Fig. 1: run 1, zoomed window
Region (23, 38) to (53, 68) um. Cells in gray, sequential cells in the stronger gray; small squares are vias.
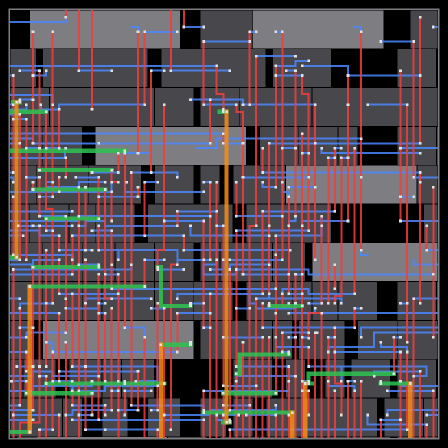
Fig. 2: run 1, metal layers overlaid
(4 px per um) Only two layers are drawn.
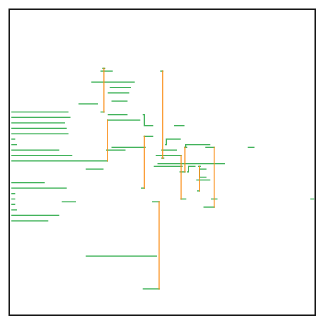
Fig. 3: run 1, metal 1
(4 px per um) Supply wires on this layer in gray.
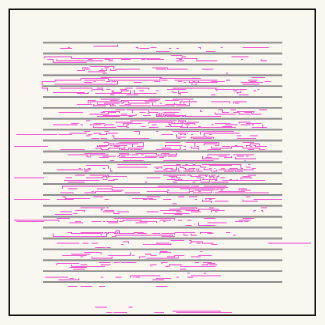
$ cat src/rtl/uart_tx_arbiter.sv
// uart_tx_arbiter: line-locked round-robin arbiter sharing one UART TX byte channel; optional stall timeout via UART_ARB_TIMEOUT_EN
module uart_tx_arbiter #(
    parameter int         N        = 4,
    parameter int         MAXBURST = 80,
    parameter logic [7:0] EOL      = 8'h0a,
    parameter int         TIMEOUT  = 1024
) (
    input  logic           clk,
    input  logic           nreset,
    input  logic [N-1:0]   req_valid,
    input  logic [8*N-1:0] req_data,
    output logic [N-1:0]   req_ready,
    output logic           out_valid,
    output logic [7:0]     out_data,
    input  logic           out_ready,
    output logic [N-1:0]   grant,
    output logic           busy
);
    localparam int IW = (N > 1) ? $clog2(N) : 1;
    localparam int BW = $clog2(MAXBURST + 1);

    typedef enum logic {IDLE, LOCKED} state_t;

    state_t        state;
    logic [IW-1:0] rr;
    logic [IW-1:0] owner;
    logic [IW-1:0] sel;
    logic          found;
    logic [BW-1:0] burst_cnt;
    logic [BW-1:0] burst_nxt;
    logic          xfer;
    logic          line_done;
    logic          timeout;

    if (N < 1 || N > 16 || MAXBURST < 1 || TIMEOUT < 1) begin : g_bad_params
        $error("uart_tx_arbiter: parameter out of range");
    end

    // first valid requester at or after the rr pointer, wrapping
    always_comb begin
        sel   = '0;
        found = 1'b0;
        for (int k = 0; k < N; k++) begin
            if (!found && req_valid[(int'(rr) + k) % N]) begin
                found = 1'b1;
                sel   = IW'((int'(rr) + k) % N);
            end
        end
    end

    assign busy      = (state == LOCKED);
    assign out_valid = |(grant & req_valid);
    assign out_data  = busy ? req_data[8*owner +: 8] : 8'h00;
    assign req_ready = grant & {N{out_ready}};
    assign xfer      = out_valid & out_ready;
    assign burst_nxt = (burst_cnt == BW'(MAXBURST)) ? burst_cnt : burst_cnt + 1'b1;
    assign line_done = xfer && (out_data == EOL || burst_nxt == BW'(MAXBURST));

`ifdef UART_ARB_TIMEOUT_EN
    localparam int TW = $clog2(TIMEOUT + 1);
    logic [TW-1:0] idle_cnt;

    // release fires on the cycle the idle count would reach TIMEOUT
    assign timeout = !out_valid && (idle_cnt == TW'(TIMEOUT - 1));
`else
    assign timeout = 1'b0;
`endif

    // grant FSM: pick owner in IDLE, hold it until end of line, burst limit or stall timeout
    always_ff @(posedge clk or negedge nreset) begin
        if (!nreset) begin
            state     <= IDLE;
            grant     <= '0;
            rr        <= '0;
            owner     <= '0;
            burst_cnt <= '0;
`ifdef UART_ARB_TIMEOUT_EN
            idle_cnt  <= '0;
`endif
        end else if (state == IDLE) begin
            if (found) begin
                state     <= LOCKED;
                grant     <= N'(1) << sel;
                owner     <= sel;
                burst_cnt <= '0;
`ifdef UART_ARB_TIMEOUT_EN
                idle_cnt  <= '0;
`endif
            end
        end else if (line_done || timeout) begin
            state <= IDLE;
            grant <= '0;
            rr    <= IW'((int'(owner) + 1) % N);
        end else begin
            if (xfer)
                burst_cnt <= burst_nxt;
`ifdef UART_ARB_TIMEOUT_EN
            if (xfer)
                idle_cnt <= '0;
            else if (!out_valid && idle_cnt != TW'(TIMEOUT))
                idle_cnt <= idle_cnt + 1'b1;
`endif
        end
    end
endmodule

$ cat config.mk
export PLATFORM = sky130hd
export DESIGN_NAME = uart_tx_arbiter
export DESIGN_NICKNAME = d
export VERILOG_FILES = /design/src/rtl/uart_tx_arbiter.sv
export SDC_FILE = /design/constraint.sdc
export NUM_CORES = 1
export LEC_CHECK = 0
export ABC_CLOCK_PERIOD_IN_PS = 1910
export CORE_MARGIN = 8
export CORE_UTILIZATION = 39
export DETAILED_ROUTE_END_ITERATION = 10
export GPL_ROUTABILITY_DRIVEN = 0
export PLACE_DENSITY = 0.76
export SYNTH_ARGS = -nofsm -noshare
export SYNTH_HDL_FRONTEND = slang
export SYNTH_SLANG_ARGS = --single-unit
$ cat constraint.sdc
create_clock -name clk -period 1.91 [get_ports clk]
set_input_delay 0.382 -clock clk [delete_from_list [all_inputs] [get_ports clk]]
set_output_delay 0.382 -clock clk [all_outputs]
set_load 0.1 [all_outputs]
==> impl_metrics.toml, run 1 <==
# flow metrics
[placement]
numPortBuffers = 56
dp.final_hpwl_mm = 4.14
numPlacedInstances = 285
placed_area_um2 = 2550

[synthesis]
ys_async_sr_fraction_pct = 100
synth_area_um2 = 1410
common_cells = "dfrtp_1, nand2_1, and2_1, inv_1"
top_cell = "dfrtp_1"
ys.flop_type = "dfrtp_1"
yosys_register_bits = 16
yosys_warnings = 0
yosys_area_um2 = 1410
ys_types = 51
netlist_instances = 147
syn_nets = 188
ys_cells = 147
area_leaders = "dfrtp_1, mux4_1, mux4_2"
ys_seq_share_pct = 28.4
synth-edff-count = 0
synth.avg_cell_area_um2 = 9.60

[global_route]
antenna_found_initial = 0
grt_pass1_wl_mm = 8.51
grt_pass1_vias = 1794
gr-total-overflow = 0
grt_start_max_net_pins = 17

[worst_hold_path]
hold_class = "input port to asynchronous set/reset pin"

[critical_path]
r2r.worst_path.cells = 7
cp_cell_sequence = "buf_6 -> mux4_2 -> nor2_2 -> nand4b_1 -> or2b_1 -> a311oi_1 -> a221o_1"
cp-start-kind = "flip-flop"
crit_fanout = 5
worstSetupPathType = "flip-flop to flip-flop"
ff2ff_setup_slack_ns = -0.37
crit_slowest_cell = "mux4_2"
timing.critical_path.required_ns = 2.14
arrival_ns = 2.51

[timing]
relSlewSlack_pct = 60.6
setup_viol = 21
drv_slew = 0
hold_violations = 0
rsz0062_at_grt = "yes"
fin_skew_ns = 0.0136
fmax_mhz = 439
worst_pin_slew_ns = 0.585
postLayoutSetupSlackWorst_ns = -0.368
period_used_pct = 119
timing.hold.ws_ns = 0.413

[die]
pin_count = 57
dieWidth_um = 76.2
fp_util_pct = 39.4
num_rows = 22
die_y_um = 76.2
chipArea_um2 = 5800

[power_and_ir_drop]
irDropWorstVdd_v = 0.000857
power_density_nw_per_um2 = 1070
total_power_mw = 3.02
p_leak_nw = 1.21

[cts]
clk_latency_ns = 0.29
ctsHoldBuffers = 0
clock_tree.buffer_depth = 2
htreeDepth = 1
cts_buffers = 3
clk_pin_slew_ns = 0.11
cts_sinks = 16
cts_tree = "done"

[outcome]
failed_checks = "setup timing"
status = "complete, but fails checks"

[layout]
antenna_cells = 0
fin_cells = 300
nets = 294
final_area_um2 = 2830
drive_gt1_share_pct = 51.6
area_growth_pct = 101

[detailed_routing]
postRouteAntennaNets = 0
detail_route.first_pass.iterations = 5
viasPerCell = 5.72
drtIter0Drc = 159
drc = 0
-- Fig. 1 (at the start) --
legend:
  red:
    layer: metal 2
  orange:
    layer: metal 4
  green:
    layer: metal 3
  blue:
    layer: metal 1
cells with their middle in the window: 79
most frequent: buf_4 (20), nand2_1 (6), nor2_1 (4)
netlist names of flops here include: burst_cnt (3), grant (2)
sequential cells in the window: 6

-- Fig. 2 (at the start) --
legend:
  orange:
    layer: metal 4
    wire_length: 116 um
  green:
    layer: metal 3
    wire_length: 334 um
routed length per instance: 19.2 um
total number of vias: 1716
GRT Util Overall: 17.5%
WL final: 5.75 mm

-- Fig. 3 (at the start) --
longest straight run: 29.0 um
wire length on this layer: 1970 um
main direction: horizontal
met1 Resource Use GR: 17.7%

-- run 1: metrics by stage --
step                setup TNS (ns)  worst slack [ns]
finish                       -5.57            -0.368
CTS                          -4.92            -0.313
detailed placement           -7.57            -0.517
global route                 -7.33            -0.464
global placement             -6.63            -0.458
floorplan                    -5.93            -0.535
-- run 1: state kept, by name, summed over array words and instances, names as in the netlist --
register and count:
grant 4, burst_cnt 7, rr 2, owner 2, busy 1
-- run 1: worst paths after layout --
check,startpoint,endpoint
max in group asynchronous,nreset,grant[3]
worst min register to register,rr[0],rr[0]
worst max register to register,owner[0],burst_cnt[1]
worst max-delay path,owner[0],burst_cnt[1]
worst min-delay path,nreset,burst_cnt[4]
min in group clk,rr[0],rr[0]
-- run 1: critical path, delay by kind of cell, from the launching register on --
kind            cells  cell delay [ns]
simple gates        3             0.67
mux                 1             0.52
compound gates      2             0.48
buf+inv             1             0.15
flops               1             0.41
-- run 1: cell type report --
type | count | area, um2
multi-input combinational | 114 | 1100
tap | 48 | 60.1
clock buffer | 4 | 36.3
sequential | 16 | 422
fill | 216 | 747
inverter | 7 | 26.3
timing repair buffer | 111 | 1190
-- run 1: logic make-up after synthesis --
group,share of synthesized area (%)
buffers and inverters,6.12
muxes,16.8
AOI/OAI and AO/OA,19.1
adders and majority gates,1.77
and+or+nand+nor,25.9
DFF,28.4
xor gates and xnor gates,1.86
-- run 1: report_power, final --
part	leakage, nW	internal (mW)	switching, mW
Clock	0.0210	0.116	0.116
Combinational	1.01	1.09	1.18
Sequential	0.177	0.432	0.0954
-- run 1: per-layer routing --
layer	vias to the layer above	global-route usage (%)	part of all wire (%)
li1	772	-	-
met3	18	4.25	5.8
met2	83	34.7	58
met5	-	0	0
met4	0	4.04	2.0
met1	843	17.7	34
-- run 1: placed cells by master, fill, tap and decap left out, types with 6 or more instances in the layout --
| master | count |
|---|---|
| clkdlybuf4s50_1 | 38 |
| nand2_1 | 11 |
| and2_4 | 7 |
| buf_12 | 19 |
| inv_1 | 6 |
| mux4_2 | 7 |
| buf_6 | 6 |
| dfrtp_1 | 9 |
| buf_4 | 48 |
-- run 1: timing repair --
item / CTS / global route
setup buffers: 5 / 8
resized: 25 / 17
pin swaps: 13 / 7
setup endpoints to repair: 22 / 23
hold endpoints to repair: 0 / 0
--- run 2 (diff from run 1) ---
--- a/config.mk
+++ b/config.mk
@@ -8,9 +8,11 @@
 export ABC_CLOCK_PERIOD_IN_PS = 1910
 export CORE_MARGIN = 8
 export CORE_UTILIZATION = 39
+export CTS_CLUSTER_SIZE = 28
 export DETAILED_ROUTE_END_ITERATION = 10
 export GPL_ROUTABILITY_DRIVEN = 0
 export PLACE_DENSITY = 0.76
+export SLEW_MARGIN = 10
 export SYNTH_ARGS = -nofsm -noshare
 export SYNTH_HDL_FRONTEND = slang
 export SYNTH_SLANG_ARGS = --single-unit
Fig. 4: run 2, metal 1
(4 px per um) Supply wires on this layer in gray.
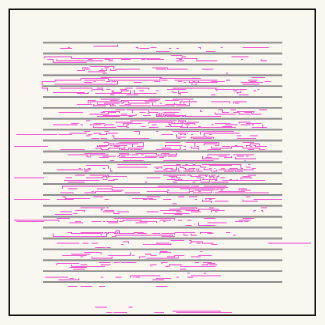
wire length on this layer: 1970 um
share of all routed wire: 34%
longest straight run: 29.0 um

==> impl_metrics.toml, run 2 <==
# flow metrics
[timing]
relSlewSlack_pct = 60.6
fin_skew_ns = 0.0136
timing.hold.ws_ns = 0.413
postLayoutSetupSlackWorst_ns = -0.368
rsz0062_at_grt = "yes"
fmax_mhz = 439
period_used_pct = 119
setup_viol = 21
hold_violations = 0
worst_pin_slew_ns = 0.585

[synthesis]
xor_share_pct = 1.86
syn_nets = 188
ys_async_sr_fraction_pct = 100
synth-edff-count = 0
yosys_area_um2 = 1410
ys_seq_share_pct = 28.4
yosys_warnings = 0
netlist_logic_family_top = "simple AND/OR/NAND/NOR gates"
compound_area_share_pct = 19.1
yosys_register_bits = 16
ys_types = 51
netlist_instances = 147
ys_sh_adder_pct = 1.77
ys.flop_type = "dfrtp_1"
synth.avg_cell_area_um2 = 9.60
common_cells = "dfrtp_1, nand2_1, and2_1, inv_1"
top_cell = "dfrtp_1"
synthSimpleGateAreaFrac_pct = 25.9
synth_area_um2 = 1410
area_leaders = "dfrtp_1, mux4_1, mux4_2"

[detailed_routing]
drtIter0Drc = 159
drc = 0
totalWireLength_mm = 5.75
detail_route.first_pass.iterations = 5
wl_per_cell_um = 19.2
viasPerCell = 5.72
vias = 1716

[cts]
clk_pin_slew_ns = 0.11
htreeDepth = 1
cts_sinks = 16
cts_buffers = 3
cts_tree = "done"
clk_latency_ns = 0.29
clock_tree.buffer_depth = 2

[layout]
area_growth_pct = 101
top_regs = "burst_cnt x7, grant x4"
top_register = "burst_cnt"
antenna_cells = 0
nets = 294
most-common-layout-cells = "buf_4, clkdlybuf4s50_1, buf_12, nand2_1, dfrtp_1"
fin_cells = 300
drive_gt1_share_pct = 51.6
final_common_cell = "buf_4"
largest_reg_flops = 7

[die]
num_rows = 22
fp_util_pct = 39.4
dieWidth_um = 76.2
pin_count = 57
die_y_um = 76.2
chipArea_um2 = 5800

[critical_path]
timing.critical_path.required_ns = 2.14
arrival_ns = 2.51
worstReg2RegStart = "owner[0]"
crit_slowest_cell = "mux4_2"
startpoint = "owner[0]"
worstSetupPathType = "flip-flop to flip-flop"
cp-start-kind = "flip-flop"
crit_fanout = 5
cp_cell_sequence = "buf_6 -> mux4_2 -> nor2_2 -> nand4b_1 -> or2b_1 -> a311oi_1 -> a221o_1"

[worst_hold_path]
hold_class = "input port to asynchronous set/reset pin"

[power_and_ir_drop]
p_clk_share_pct = 7.7
power_density_nw_per_um2 = 1070
p_leak_nw = 1.21
total_power_mw = 3.02
p_comb_share_pct = 74.9
irDropWorstVdd_v = 0.000857
p_switching_mw = 1.39
internal_power_mw = 1.63
power_frac_seq_pct = 17.4

[placement]
numPlacedInstances = 285
numPortBuffers = 56
dp.final_hpwl_mm = 4.14

[global_route]
grt_pass1_wl_mm = 8.51
grt_start_max_net_pins = 17
grt_pass1_vias = 1794
antenna_found_initial = 0
gr-usage-all-layers_pct = 17.5
gr-total-overflow = 0

[outcome]
status = "complete, but fails checks"
failed_checks = "setup timing"
run 2: cell counts after synthesis:
No cell type changed its count.
run 2: power groups by stage:
stage / logic (mW) / registers [mW] / clock network (mW)
floorplan: 1.03 / 0.609 / 0
global placement: 1.85 / 0.522 / 0
detailed placement: 1.90 / 0.534 / 0
CTS: 2.05 / 0.528 / 0.233
global route: 2.37 / 0.540 / 0.253
finish: 2.26 / 0.527 / 0.232
run 2: final timing paths:
kind                       slack [ns]           end  cells past startpoint
max                             -0.37  burst_cnt[1]                      7
min                              0.41  burst_cnt[4]                      2
max reg2reg                     -0.37  burst_cnt[1]                      7
min reg2reg                      0.62         rr[0]                      2
max in group asynchronous        1.27      grant[3]                      2
min in group clk                 0.62         rr[0]                      2
run 2: kinds of logic (layout without fill, tap and decap cells):
| group | after synthesis | after routing |
|---|---|---|
| and+or+nand+nor | 62 | 62 |
| AOI/OAI and AO/OA | 34 | 34 |
| buffers and inverters | 17 | 122 |
| DFF | 16 | 16 |
| muxes | 13 | 13 |
| xor gates and xnor gates | 3 | 3 |
| adders and majority gates | 2 | 2 |
run 2: per-layer routing:
metal	global-route usage, %	share of wire (%)	routed length (um)
met1	17.7	34	1970
met2	34.7	58	3340
met3	4.25	5.8	334
met4	4.04	2.0	115
met5	0	0	0
run 2: cell type report:
cell class | instances | area (um2)
fill | 216 | 747
tap | 48 | 60.1
inverter | 7 | 26.3
sequential | 16 | 422
clock buffer | 4 | 36.3
timing repair buffer | 111 | 1190
multi-input combinational | 114 | 1100
run 2: metrics by stage:
step	utilization, %	area (um2)	TNS (ns)
after floorplan	-	1490	-5.93
after global placement	71.2	2550	-6.63
after detailed placement	71.2	2550	-7.57
after CTS	75.2	2690	-4.92
after global routing	79.1	2830	-7.33
final	79.1	2830	-5.57
run 2: what timing repair did:
action                     4_1_cts  5_1_grt
setup endpoints to repair       22       23
pin swaps                       13        7
hold buffers                     0        0
gates resized                   25       17
setup buffers                    5        8
run 2: worst max-delay path: cells and delay by family (launching register included):
| family | cells | cell delay (ns) |
|---|---|---|
| AOI/OAI and AO/OA | 2 | 0.48 |
| buffers and inverters | 1 | 0.15 |
| DFF | 1 | 0.41 |
| muxes | 1 | 0.52 |
| and+or+nand+nor | 3 | 0.67 |
Power figures rest on the tool's default switching activity, not on a simulated workload.
